floorplan.png
Bar = 20 um. Pins as bars on the die edge. Tap cells in gray.
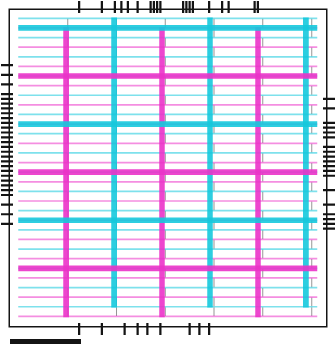
class_map.png
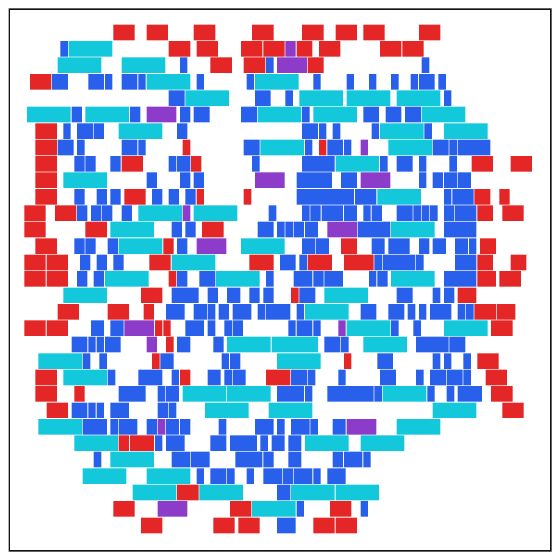
clock_wires.png
Bar = 20 um.
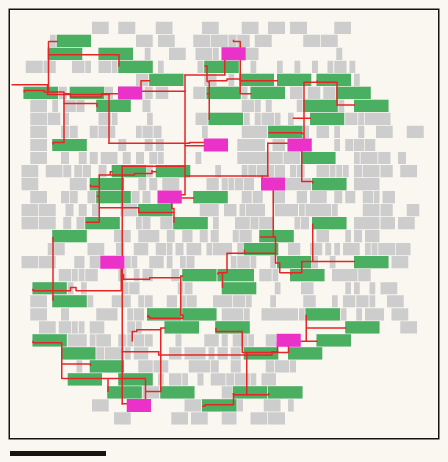
layers.png
Bar = 20 um. Two of the layers only.
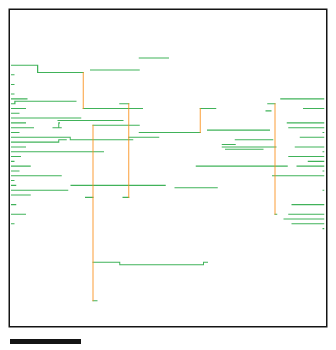
===== src/rtl/alu_pkg.sv =====
`default_nettype none
// ============================================================================
// alu_pkg : op-code constants, sequencer state encoding, default datapath width
// Rev 1.0
// ============================================================================
package alu_pkg;

  localparam int DEFAULT_WIDTH = 8;

  localparam logic [1:0] OP_ADD = 2'b00;
  localparam logic [1:0] OP_SUB = 2'b01;
  localparam logic [1:0] OP_MUL = 2'b10;
  localparam logic [1:0] OP_DIV = 2'b11;

  typedef enum logic [1:0] {
    ST_IDLE  = 2'b00,
    ST_START = 2'b01,
    ST_RUN   = 2'b10,
    ST_DONE  = 2'b11
  } seq_state_t;

endpackage
`default_nettype wire


===== src/rtl/alu_watchdog_counter.sv =====
`default_nettype none
// ============================================================================
// alu_watchdog_counter : saturating cycle counter, expired in cycle TIMEOUT_CYCLES
// Rev 1.0
// ============================================================================
module alu_watchdog_counter #(
  parameter int TIMEOUT_CYCLES = 255
) (
  input  logic clk,
  input  logic reset,
  input  logic clr,
  input  logic en,
  output logic expired
);

  localparam int            CW   = $clog2(TIMEOUT_CYCLES + 1);
  localparam logic [CW-1:0] LAST = CW'(TIMEOUT_CYCLES - 1);

  logic [CW-1:0] count_d, count_q;

  // count_q holds the number of enabled cycles already elapsed, so the
  // TIMEOUT_CYCLES-th enabled cycle is the one that sees count_q == LAST.
  always_comb begin
    count_d = count_q;
    if (clr) begin
      count_d = '0;
    end else if (en && (count_q != LAST)) begin
      count_d = count_q + CW'(1);
    end
  end

  always_ff @(posedge clk) begin
    if (!reset) begin
      count_q <= '0;
    end else begin
      count_q <= count_d;
    end
  end

  assign expired = en && (count_q == LAST);

endmodule
`default_nettype wire


===== src/rtl/alu_io_sequencer.sv =====
`default_nettype none
// ============================================================================
// alu_io_sequencer : command/result sequencer around the ALU control unit
// Rev 1.0
// ============================================================================
module alu_io_sequencer
  import alu_pkg::*;
#(
  parameter int WIDTH          = DEFAULT_WIDTH,
  parameter int TIMEOUT_CYCLES = 255
) (
  input  logic               clk,
  input  logic               reset,
  input  logic               cmd_valid,
  output logic               cmd_ready,
  input  logic [1:0]         cmd_op,
  input  logic [2*WIDTH-1:0] cmd_x,
  input  logic [WIDTH-1:0]   cmd_y,
  output logic               alu_begin,
  output logic [1:0]         alu_op_code,
  output logic [WIDTH-1:0]   inbus,
  input  logic               alu_load_a,
  input  logic               alu_load_q,
  input  logic               alu_load_m,
  input  logic               alu_push_a,
  input  logic               alu_push_q,
  input  logic [WIDTH-1:0]   outbus,
  input  logic               alu_end,
  output logic               res_valid,
  input  logic               res_ready,
  output logic [WIDTH-1:0]   res_lo,
  output logic [WIDTH-1:0]   res_hi,
  output logic               res_err,
  output logic               res_timeout
);

  seq_state_t         state_d, state_q;
  logic [1:0]         op_d, op_q, op_code_d, op_code_q;
  logic [2*WIDTH-1:0] x_d, x_q;
  logic [WIDTH-1:0]   y_d, y_q, res_lo_d, res_lo_q, res_hi_d, res_hi_q;
  logic               res_err_d, res_err_q, res_timeout_d, res_timeout_q;
  logic               proto_err_d, proto_err_q;
  logic               seen_a_d, seen_a_q, seen_q_d, seen_q_q;
  logic               cmd_ready_d, cmd_ready_q, begin_d, begin_q, valid_d, valid_q;
  logic               wd_clr, wd_en, wd_expired;
  logic               is_addsub, is_mul, is_div, bad_load, complete;
  logic [WIDTH-1:0]   inbus_val;

  assign is_addsub = (op_q == OP_ADD) || (op_q == OP_SUB);
  assign is_mul    = (op_q == OP_MUL);
  assign is_div    = (op_q == OP_DIV);

  assign bad_load = (alu_load_a && alu_load_q) || (alu_load_a && alu_load_m) ||
                    (alu_load_q && alu_load_m) ||
                    (alu_load_q && is_addsub) || (alu_load_a && is_mul);

  // Operand mux follows A>Q>M priority; an illegal strobe drives zero.
  always_comb begin
    inbus_val = '0;
    if (state_q == ST_RUN) begin
      if (alu_load_a) begin
        if (!is_mul) inbus_val = is_div ? x_q[2*WIDTH-1:WIDTH] : x_q[WIDTH-1:0];
      end else if (alu_load_q) begin
        if (!is_addsub) inbus_val = x_q[WIDTH-1:0];
      end else if (alu_load_m) begin
        inbus_val = y_q;
      end
    end
  end

  always_comb begin
    state_d       = state_q;
    op_d          = op_q;
    op_code_d     = op_code_q;
    x_d           = x_q;
    y_d           = y_q;
    res_lo_d      = res_lo_q;
    res_hi_d      = res_hi_q;
    res_err_d     = res_err_q;
    res_timeout_d = res_timeout_q;
    proto_err_d   = proto_err_q;
    seen_a_d      = seen_a_q;
    seen_q_d      = seen_q_q;
    complete      = 1'b0;
    wd_clr        = 1'b0;
    wd_en         = 1'b0;
    case (state_q)
      ST_IDLE: begin
        if (cmd_valid) begin
          op_d          = cmd_op;
          x_d           = cmd_x;
          y_d           = cmd_y;
          res_lo_d      = '0;
          res_hi_d      = '0;
          res_err_d     = 1'b0;
          res_timeout_d = 1'b0;
          proto_err_d   = 1'b0;
          seen_a_d      = 1'b0;
          seen_q_d      = 1'b0;
          if ((cmd_op == OP_DIV) && (cmd_y == '0)) begin
            state_d   = ST_DONE;
            res_err_d = 1'b1;
          end else begin
            state_d   = ST_START;
            op_code_d = cmd_op;
          end
        end
      end
      ST_START: begin
        state_d = ST_RUN;
        wd_clr  = 1'b1;
      end
      ST_RUN: begin
        wd_en = 1'b1;
        if (bad_load) proto_err_d = 1'b1;
        if (alu_push_a) begin
          if (seen_a_q) proto_err_d = 1'b1;
          seen_a_d = 1'b1;
          if (is_addsub) res_lo_d = outbus;
          else           res_hi_d = outbus;
        end
        if (alu_push_q) begin
          if (seen_q_q) proto_err_d = 1'b1;
          seen_q_d = 1'b1;
          res_lo_d = outbus;
        end
        // Completeness uses the post-capture flags so a push with END counts.
        complete = is_addsub ? seen_a_d : (seen_a_d && seen_q_d);
        if (alu_end) begin
          state_d   = ST_DONE;
          res_err_d = proto_err_d || !complete;
        end else if (wd_expired) begin
          state_d       = ST_DONE;
          res_err_d     = 1'b1;
          res_timeout_d = 1'b1;
        end
      end
      ST_DONE: begin
        if (res_ready) begin
          state_d       = ST_IDLE;
          op_code_d     = OP_ADD;
          res_err_d     = 1'b0;
          res_timeout_d = 1'b0;
          proto_err_d   = 1'b0;
          seen_a_d      = 1'b0;
          seen_q_d      = 1'b0;
        end
      end
      default: state_d = ST_IDLE;
    endcase
    cmd_ready_d = (state_d == ST_IDLE);
    begin_d     = (state_d == ST_START);
    valid_d     = (state_d == ST_DONE);
  end

  always_ff @(posedge clk) begin
    if (!reset) begin
      state_q       <= ST_IDLE;
      op_q          <= OP_ADD;
      op_code_q     <= OP_ADD;
      x_q           <= '0;
      y_q           <= '0;
      res_lo_q      <= '0;
      res_hi_q      <= '0;
      res_err_q     <= 1'b0;
      res_timeout_q <= 1'b0;
      proto_err_q   <= 1'b0;
      seen_a_q      <= 1'b0;
      seen_q_q      <= 1'b0;
      cmd_ready_q   <= 1'b1;
      begin_q       <= 1'b0;
      valid_q       <= 1'b0;
    end else begin
      state_q       <= state_d;
      op_q          <= op_d;
      op_code_q     <= op_code_d;
      x_q           <= x_d;
      y_q           <= y_d;
      res_lo_q      <= res_lo_d;
      res_hi_q      <= res_hi_d;
      res_err_q     <= res_err_d;
      res_timeout_q <= res_timeout_d;
      proto_err_q   <= proto_err_d;
      seen_a_q      <= seen_a_d;
      seen_q_q      <= seen_q_d;
      cmd_ready_q   <= cmd_ready_d;
      begin_q       <= begin_d;
      valid_q       <= valid_d;
    end
  end

  alu_watchdog_counter #(
    .TIMEOUT_CYCLES (TIMEOUT_CYCLES)
  ) u_watchdog (
    .clk     (clk),
    .reset   (reset),
    .clr     (wd_clr),
    .en      (wd_en),
    .expired (wd_expired)
  );

  assign cmd_ready   = cmd_ready_q;
  assign alu_begin   = begin_q;
  assign alu_op_code = op_code_q;
  assign inbus       = inbus_val;
  assign res_valid   = valid_q;
  assign res_lo      = res_lo_q;
  assign res_hi      = res_hi_q;
  assign res_err     = res_err_q;
  assign res_timeout = res_timeout_q;

endmodule
`default_nettype wire

===== config.mk =====
export PLATFORM = sky130hd
export DESIGN_NAME = alu_io_sequencer
export DESIGN_NICKNAME = d
export VERILOG_FILES = /design/src/rtl/alu_pkg.sv /design/src/rtl/alu_watchdog_counter.sv /design/src/rtl/alu_io_sequencer.sv
export SDC_FILE = /design/constraint.sdc
export NUM_CORES = 1
export LEC_CHECK = 0
export CORE_MARGIN = 2
export CORE_UTILIZATION = 39
export CTS_CLUSTER_DIAMETER = 100
export DETAILED_ROUTE_END_ITERATION = 10
export GPL_TIMING_DRIVEN = 0
export PLACE_DENSITY = 0.7
export SYNTH_ARGS = -nofsm -noshare
export SYNTH_HDL_FRONTEND = slang
export SYNTH_SLANG_ARGS = --single-unit

===== constraint.sdc =====
create_clock -name clk -period 2.1 [get_ports clk]
set_input_delay 0.42 -clock clk [delete_from_list [all_inputs] [get_ports clk]]
set_output_delay 0.42 -clock clk [all_outputs]
set_load 0.03 [all_outputs]

==> results_tabular.tex <==
% Auto-generated results table
\begin{tabular}{lr}
\hline
Metric & Value \\
\hline
\multicolumn{2}{l}{\textbf{Critical path}} \\
Critical path arrival & 1.61 ns \\
Endpoint required time on the critical path & 1.68 ns \\
Kind of cell adding the most delay to the critical path & buffers and inverters \\
Worst reg-to-reg path cell count & 7 \\
Library cell contributing the largest single delay on the critical path & dfxtp\_1 \\
Setup Crit Path Kind & reg -> out \\
Crit path capture type & primary output \\
Startpoint Class & flop \\
Launching point of the worst reg2reg path & u\_watchdog.count\_q[0] \\
Count of buffering cells on the critical path with inverters included & 3 \\
Worst Path Max Fanout & 10 \\
Number of cells on the critical path & 5 \\
Worst setup startpoint & state\_q[0] \\
\multicolumn{2}{l}{\textbf{Die}} \\
Tap cells & 99 \\
Starting density of the core & 39.8\% \\
Overall chip area & 7990 um\^{}2 \\
\multicolumn{2}{l}{\textbf{Timing}} \\
Worst hold slack after final layout & 0.462 ns \\
Worst Max-Slew Pin Slew & 0.574 ns \\
Setup repair after global routing missed its margin & false \\
Setup slack of the critical path after layout & 0.0724 ns \\
Relative slew slack & 61.5\% \\
Clock Skew & 0.00673 ns \\
Final tally of setup violations & 0 \\
Final Max Slew Viols & 0 \\
Max Clock Freq & 493 MHz \\
Share of the clock period used by the worst path after layout & 96.6\% \\
Time the worst path needs with I/O delays and setup & 2.03 ns \\
\multicolumn{2}{l}{\textbf{Synth}} \\
Nets in the synthesized netlist & 397 \\
Number of enable flip-flop cells & 0 \\
Instance tally after logic synthesis & 351 \\
Yosys Instances & 351 \\
Proportion of netlist area held by the largest area contributor & 43.6\% \\
Flip-flop and latch count after synthesis & 62 \\
Sequential area share after synthesis & 43.6\% \\
Proportion of synthesized flip-flops having asynchronous set or reset & 0\% \\
Post-synth top area cell & dfxtp\_1 \\
Number of warnings printed during yosys synthesis & 0 \\
Logic family by area & simple AND/OR/NAND/NOR gates \\
Total cell area reported by yosys after synthesis & 2840 um\^{}2 \\
Ranking of synthesized cells by area & dfxtp\_1 (44\%), a21boi\_0 (9.2\%), nand2\_1 (9.0\%) \\
Top-count cell post-synth & nand2\_1 \\
Area share of and-or/or-and cells after synthesis & 23.3\% \\
Synth Area per Inst & 8.10 um\^{}2 \\
\multicolumn{2}{l}{\textbf{Power}} \\
Power dissipated in the clock network & 0.000845 W \\
Internal Pwr Total & 0.00196 W \\
Total power after layout & 0.00283 W \\
Lkg Pwr & 1.42 nW \\
Sequential share of power & 46.7\% \\
Largest power group & sequential cells \\
Clock network fraction of design power & 29.9\% \\
Power in sequential cells & 0.00132 W \\
Sw Share & 30.8\% \\
\multicolumn{2}{l}{\textbf{Cells and area}} \\
Count of inserted antenna diode cells & 0 \\
Sequential cell area & 1240 um\^{}2 \\
Logic share of the area & 39.2\% \\
Area-dominant class & logic gates \\
Multi-input logic cell count & 250 \\
Final-layout clock buffer total & 13 \\
Final-layout non-clock buffer area share & 21.4\% \\
Synthesis-to-finish area growth & 39.9\% \\
Non-clock buffer instance count of the final layout & 97 \\
Number of logic inverters in the finished layout & 14 \\
\multicolumn{2}{l}{\textbf{GRT}} \\
Met2 demand-to-capacity share in global routing & 33.5\% \\
Maximum number of pins on one net before global-route repair & 11 \\
Global Route met1 Usage & 27.6\% \\
Layer with the highest usage & met2 \\
M3 GR Usage & 7.39\% \\
Antenna violations before repair & 0 \\
Vias in the first global route & 2,665 \\
Overflow left after global routing & 0 \\
Wire length of the first global-routing pass & 12,800 um \\
\multicolumn{2}{l}{\textbf{Clock tree}} \\
Register clock-pin slew on the reported worst setup and hold paths & 0.06 ns \\
Quantity of gates resized following cts & 70 \\
Post-CTS repair timing setup buffer count & 0 \\
CTS Hold Buffers Added & 0 \\
Total CTS buffers & 9 \\
Sink Count & 62 \\
Bufs on Longest Clock Path & 2 \\
H-tree depth reported by CTS & 3 \\
Cell chosen for the clock root & clkbuf\_8 \\
\multicolumn{2}{l}{\textbf{Outcome}} \\
Outcome & finished clean \\
\multicolumn{2}{l}{\textbf{Worst hold path}} \\
Worst Hold Endpoint & res\_hi[6] \\
Number of cells traversed by the worst hold path & 2 \\
\multicolumn{2}{l}{\textbf{Drt}} \\
Detailed-routing wirelength on met1 & 3540 um \\
Iteration-0 DRC Markers & 121 \\
Count of TritonRoute iterations in the first routing pass & 4 \\
Uppermost routed layer & met4 \\
\multicolumn{2}{l}{\textbf{Placement}} \\
Post-detailed-placement cell area & 3750 um\^{}2 \\
Inst Count DP & 524 \\
\hline
\end{tabular}
-- floorplan.png (at the start) --
VDD: drawn in cyan. VSS: drawn in magenta.
75 signal pins sit on the boundary. 99 tap cells.
height of the chip: 89.4 um
floorplan die width: 89.4 um
Floorplan Core Area: 7140 um^2
Worst VDD drop: 374 uV

-- class_map.png (at the start) --
clock drivers and dummy loads: drawn in purple, cells 15, share of their area 3.9%. remaining buffers and delay cells: drawn in red, cells 97, share of their area 22%. remaining logic cells: drawn in blue, cells 264, share of their area 42%. registers: drawn in cyan, cells 62, share of their area 32%.
Placement Rows: 31
Seq area share: 31.2%
utilization of the core after routing: 55.7%
Design Area, Final: 3980 um^2

-- clock_wires.png (at the start) --
clock wires: drawn in red, length 764 um. clock-net drivers: drawn in magenta, count 9. flip-flops: drawn in green, count 62.
There are 10 routed clock nets. Position of the flops: widely spread.

-- layers.png (at the start) --
M3: drawn in green, wire length 620 um. M4: drawn in orange, wire length 124 um.
routed len/inst: 14.8 um
Via Count: 2,786
total global-route track usage: 21.3%
Post-Route WL: 7940 um

## tightest hold or removal path: stages, from the launching register on
cell and delay, ns:
dfxtp_1 0.31, nand2_1 0.05, a21boi_0 0.06
## placed cells by master (no fill, tap or decap), drive strengths merged, types with 4 or more instances in the layout
cell and instances:
a31oi 11, a221oi 8, and3 5, clkdlybuf4s50 63, nor3 8, a211oi 4, xor2 5, inv 14
nand3 30, buf 22, nand2 68, clkbuf 22, nand2b 4, dfxtp 62, a21boi 35, nor2 19
o21ai 22, o21a 4
## registers in the layout, indices dropped and copies added (netlist names)
name and flops:
alu_begin 1, alu_op_code 2, cmd_ready 1, op_q 2, proto_err_q 1, res_err 1, res_hi 8, res_lo 8
res_timeout 1, res_valid 1, seen_a_q 1, seen_q_q 1, state_q 2, u_watchdog.count_q 8, x_q 16, y_q 8
Power and IR drop assume default switching activity.
